==> src/rtl/pll_reset_sequencer_if.sv <==
// rtl/pll_reset_sequencer_if.sv - lock input and staged reset outputs of pll_reset_sequencer
// PLL_RESET_SEQ_WATCHDOG_EN adds the pll_restart signal.
interface pll_reset_sequencer_if #(
  parameter int LOSS_CNT_W = 8
);
  logic                  locked;
  logic                  clear_loss;
  logic                  core_reset_n;
  logic                  panel_reset_n;
  logic                  ready;
  logic [LOSS_CNT_W-1:0] loss_count;
`ifdef PLL_RESET_SEQ_WATCHDOG_EN
  logic                  pll_restart;
`endif

  modport master (
    input  locked,
    input  clear_loss,
`ifdef PLL_RESET_SEQ_WATCHDOG_EN
    output pll_restart,
`endif
    output core_reset_n,
    output panel_reset_n,
    output ready,
    output loss_count
  );

  modport slave (
    output locked,
    output clear_loss,
`ifdef PLL_RESET_SEQ_WATCHDOG_EN
    input  pll_restart,
`endif
    input  core_reset_n,
    input  panel_reset_n,
    input  ready,
    input  loss_count
  );
endinterface

==> src/rtl/pll_reset_sequencer.sv <==
// rtl/pll_reset_sequencer.sv - qualifies PLL lock and releases core then panel resets
// PLL_RESET_SEQ_WATCHDOG_EN adds a WAIT_LOCK watchdog driving pll_restart.
module pll_reset_sequencer #(
  parameter int LOCK_STABLE_CYCLES = 1024,
  parameter int STAGE_DELAY        = 16,
  parameter int LOSS_CNT_W         = 8
`ifdef PLL_RESET_SEQ_WATCHDOG_EN
  , parameter int WATCHDOG_CYCLES  = 1_000_000
`endif
) (
  input logic                   clock,
  input logic                   reset_n,
  pll_reset_sequencer_if.master bus
);

  localparam logic [2:0] WAIT_LOCK = 3'd0;
  localparam logic [2:0] STABLE    = 3'd1;
  localparam logic [2:0] CORE_UP   = 3'd2;
  localparam logic [2:0] PANEL_UP  = 3'd3;
  localparam logic [2:0] RUN       = 3'd4;

  localparam int CNT_MAX = (LOCK_STABLE_CYCLES > STAGE_DELAY) ? LOCK_STABLE_CYCLES : STAGE_DELAY;
  localparam int CNT_W   = $clog2(CNT_MAX + 1);

  logic                  lock_meta_q, lock_meta_d;
  logic                  lock_s_q, lock_s_d;
  logic [2:0]            state_q, state_d;
  logic [CNT_W-1:0]      cnt_q, cnt_d;
  logic                  core_q, core_d;
  logic                  panel_q, panel_d;
  logic                  ready_q, ready_d;
  logic [LOSS_CNT_W-1:0] loss_q, loss_d;
  logic                  loss_event;

  always_comb begin
    lock_meta_d = bus.locked;
    lock_s_d    = lock_meta_q;
    state_d     = state_q;
    cnt_d       = cnt_q;
    loss_event  = 1'b0;
    if (state_q != WAIT_LOCK && !lock_s_q) begin
      // Any drop after qualification began throws away all progress.
      state_d    = WAIT_LOCK;
      cnt_d      = '0;
      loss_event = 1'b1;
    end else begin
      case (state_q)
        WAIT_LOCK: begin
          cnt_d = '0;
          if (lock_s_q) begin
            if (LOCK_STABLE_CYCLES == 1) begin
              state_d = CORE_UP;
            end else begin
              state_d = STABLE;
              cnt_d   = CNT_W'(1);
            end
          end
        end
        STABLE: begin
          if (cnt_q == CNT_W'(LOCK_STABLE_CYCLES - 1)) begin
            state_d = CORE_UP;
            cnt_d   = '0;
          end else begin
            cnt_d = cnt_q + 1'b1;
          end
        end
        CORE_UP: begin
          if (cnt_q == CNT_W'(STAGE_DELAY - 1)) begin
            state_d = PANEL_UP;
            cnt_d   = '0;
          end else begin
            cnt_d = cnt_q + 1'b1;
          end
        end
        PANEL_UP: state_d = RUN;
        RUN:      state_d = RUN;
        default: begin
          state_d = WAIT_LOCK;
          cnt_d   = '0;
        end
      endcase
    end

    // Outputs follow the next state so they change on the transition edge.
    core_d  = (state_d == CORE_UP) || (state_d == PANEL_UP) || (state_d == RUN);
    panel_d = (state_d == PANEL_UP) || (state_d == RUN);
    ready_d = (state_d == RUN);

    loss_d = loss_q;
    if (bus.clear_loss) begin
      loss_d = loss_event ? LOSS_CNT_W'(1) : '0;
    end else if (loss_event && loss_q != '1) begin
      loss_d = loss_q + 1'b1;
    end
  end

  always_ff @(posedge clock or negedge reset_n) begin
    if (!reset_n) begin
      lock_meta_q <= 1'b0;
      lock_s_q    <= 1'b0;
      state_q     <= WAIT_LOCK;
      cnt_q       <= '0;
      core_q      <= 1'b0;
      panel_q     <= 1'b0;
      ready_q     <= 1'b0;
      loss_q      <= '0;
    end else begin
      lock_meta_q <= lock_meta_d;
      lock_s_q    <= lock_s_d;
      state_q     <= state_d;
      cnt_q       <= cnt_d;
      core_q      <= core_d;
      panel_q     <= panel_d;
      ready_q     <= ready_d;
      loss_q      <= loss_d;
    end
  end

  assign bus.core_reset_n  = core_q;
  assign bus.panel_reset_n = panel_q;
  assign bus.ready         = ready_q;
  assign bus.loss_count    = loss_q;

`ifdef PLL_RESET_SEQ_WATCHDOG_EN
  localparam int WD_W = $clog2(WATCHDOG_CYCLES + 1);

  logic [WD_W-1:0] wd_cnt_q, wd_cnt_d;
  logic [3:0]      pulse_cnt_q, pulse_cnt_d;
  logic            restart_q, restart_d;

  always_comb begin
    wd_cnt_d    = wd_cnt_q;
    pulse_cnt_d = pulse_cnt_q;
    restart_d   = restart_q;
    if (state_q != WAIT_LOCK || lock_s_q) begin
      wd_cnt_d    = '0;
      pulse_cnt_d = '0;
      restart_d   = 1'b0;
    end else if (restart_q) begin
      // Pulse lasts 16 cycles; the timeout period restarts when it ends.
      if (pulse_cnt_q == 4'd15) begin
        restart_d   = 1'b0;
        pulse_cnt_d = '0;
        wd_cnt_d    = '0;
      end else begin
        pulse_cnt_d = pulse_cnt_q + 1'b1;
      end
    end else if (wd_cnt_q == WD_W'(WATCHDOG_CYCLES - 1)) begin
      restart_d   = 1'b1;
      pulse_cnt_d = '0;
      wd_cnt_d    = '0;
    end else begin
      wd_cnt_d = wd_cnt_q + 1'b1;
    end
  end

  always_ff @(posedge clock or negedge reset_n) begin
    if (!reset_n) begin
      wd_cnt_q    <= '0;
      pulse_cnt_q <= '0;
      restart_q   <= 1'b0;
    end else begin
      wd_cnt_q    <= wd_cnt_d;
      pulse_cnt_q <= pulse_cnt_d;
      restart_q   <= restart_d;
    end
  end

  assign bus.pll_restart = restart_q;
`endif

endmodule

==> src/flat_wrapper.sv <==
// flat-port wrapper written by rule: the top's interface ports become plain ports
module pll_reset_sequencer_flat 
#(
  parameter int LOCK_STABLE_CYCLES = 1024,
  parameter int STAGE_DELAY        = 16,
  parameter int LOSS_CNT_W         = 8

)
  (clock, reset_n, bus_locked, bus_clear_loss, bus_core_reset_n, bus_panel_reset_n, bus_ready, bus_loss_count);
  pll_reset_sequencer_if #(.LOSS_CNT_W(LOSS_CNT_W)) bus_i ();
  input logic clock;
  input logic reset_n;
  input wire logic [$bits(bus_i.locked)-1:0] bus_locked;
  input wire logic [$bits(bus_i.clear_loss)-1:0] bus_clear_loss;
  output wire logic [$bits(bus_i.core_reset_n)-1:0] bus_core_reset_n;
  output wire logic [$bits(bus_i.panel_reset_n)-1:0] bus_panel_reset_n;
  output wire logic [$bits(bus_i.ready)-1:0] bus_ready;
  output wire logic [$bits(bus_i.loss_count)-1:0] bus_loss_count;
  assign bus_i.locked = bus_locked;
  assign bus_i.clear_loss = bus_clear_loss;
  assign bus_core_reset_n = bus_i.core_reset_n;
  assign bus_panel_reset_n = bus_i.panel_reset_n;
  assign bus_ready = bus_i.ready;
  assign bus_loss_count = bus_i.loss_count;
  pll_reset_sequencer #(.LOCK_STABLE_CYCLES(LOCK_STABLE_CYCLES), .STAGE_DELAY(STAGE_DELAY), .LOSS_CNT_W(LOSS_CNT_W)) u_core (.clock(clock), .reset_n(reset_n), .bus(bus_i));
endmodule
==> config.mk <==
export PLATFORM = sky130hd
export DESIGN_NAME = pll_reset_sequencer_flat
export DESIGN_NICKNAME = d
export VERILOG_FILES = /design/src/rtl/pll_reset_sequencer_if.sv /design/src/rtl/pll_reset_sequencer.sv /design/src/flat_wrapper.sv
export SDC_FILE = /design/constraint.sdc
export NUM_CORES = 1
export LEC_CHECK = 0
export ABC_AREA = 1
export CAP_MARGIN = 20
export CORE_MARGIN = 2
export CORE_UTILIZATION = 39
export CTS_CLUSTER_DIAMETER = 100
export CTS_CLUSTER_SIZE = 40
export DETAILED_ROUTE_END_ITERATION = 8
export PLACE_DENSITY_LB_ADDON = 0.08
export SKIP_LAST_GASP = 1
export SLEW_MARGIN = 20
export SYNTH_ARGS = -nofsm -noshare
export SYNTH_HDL_FRONTEND = slang
export SYNTH_SLANG_ARGS = --single-unit
==> constraint.sdc <==
create_clock -name clock -period 1.5 [get_ports clock]
set_input_delay 0.3 -clock clock [delete_from_list [all_inputs] [get_ports clock]]
set_output_delay 0.3 -clock clock [all_outputs]
set_load 0.05 [all_outputs]
Sequential cells colored by netlist name:
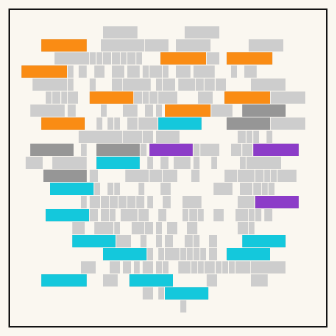
- cyan: u_core.cnt_q (sequential cells 11)
- orange: u_core.bus.loss_count (sequential cells 8)
- purple: u_core.state_q (sequential cells 3)
- not colored: 5

Cell area per tile:
7 x 7 tiles, from white (low) to dark blue (high), 0 to 100% covered.
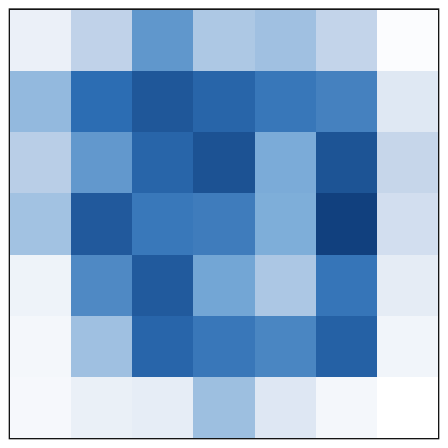
- fullest tile: 94%
- emptiest ninth of the die: bottom left
- mean over tiles: 45%
- nearly empty tiles: 4.1%
- tiles over 75% full: 22%

==> run summary <==
WP data arrival = 1.62 ns
Highest Signal Layer = met4
clock buffer depth = 2
clock sink count = 27
Hold Crit Class = in -> async
Fmax achieved = 0.690 GHz
slowest library cell on the worst path = dfrtp_2
setup TNS = 0 ns
outcome = finished clean
Post-Syn Area = 0.00149 mm²
hpwl dp = 2.31 mm
stage-log warning count = 27
combinational share of power = 0.366
Power Clock = 0.430 mW
grt total ovfl = 0
P&R area growth vs syn = 35.3%
Vias = 1285
WL met1 = 1.58 mm
Largest stage delay, worst path = 0.45 ns
critical path class = reg -> reg
final count of negative-setup-slack endpoints = 0
Total GRT Usage = 0.154
Power Density = 1040 mW/mm²
power in combinational cells = 0.769 mW
drt total wl = 3.21 mm
placer congestion estimate = 0.840
Post-CTS Setup Bufs = 0
yosys aoi share = 0.121
Yosys top cell by instances = nand2_1
NetSw = 0.798 mW
worst slew pin tran = 0.344 ns
simple logic cell fraction of the synthesized area = 0.308
MUX share of area = 0
worst path cell trace = ha_4, nand2_4, nor3_4, nand2_2, nand2_4, nand2_4, a21oi_1, nor2_1
Die ar. = 0.00434 mm²
final worst slack = 0.0509 ns
ant diodes = 0
remaining routing DRC violations = 0
global-route wire length before repair = 5.11 mm
crit-path leading delay family = simple AND/OR/NAND/NOR gates
Worst Path Buf+Inv = 0
Top FF cell, synth = dfrtp_1
crit end category = flip-flop
TritonCTS clock tree = done
M1 wires:
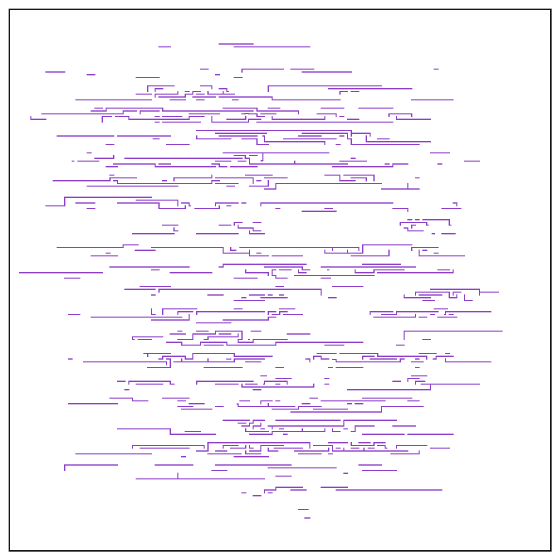
- share of all routed wire: 49%
- nets with wire on the layer: 193
- main direction: horizontal
- wire length on this layer: 1580 µm
- longest straight run: 19.8 µm

Cell placement:
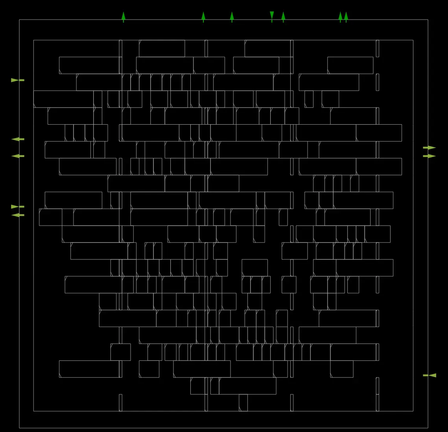
Layout Cells excl Fill: 253
Core ar.: 0.00366 mm²
Filler cells: 339
final core utilization: 0.552
row cnt: 22

[flip-flops by register name (all words and copies together) (netlist names)]
| name | cells |
|---|---|
| u_core.cnt_q | 11 |
| u_core.bus.loss_count | 8 |
| u_core.state_q | 3 |
| u_core.bus.core_reset_n | 1 |
| u_core.bus.panel_reset_n | 1 |
| u_core.bus.ready | 1 |
| u_core.lock_meta_q | 1 |
| u_core.lock_s_q | 1 |
[area by class of cell]
class / count / area share
tap: 48 / 0.0297
inverter: 27 / 0.0527
clock buffer: 3 / 0.0204
timing repair buffer: 21 / 0.156
sequential: 27 / 0.340
clock inverter: 1 / 0.00372
multi-input combinational: 126 / 0.398
[routing by layer]
layer  up-vias  track usage
met5         -            0
met4         0       0.0599
met3         2       0.0290
met2        28        0.231
met1       610        0.217
li1        645            -
Power and IR drop assume default switching activity.
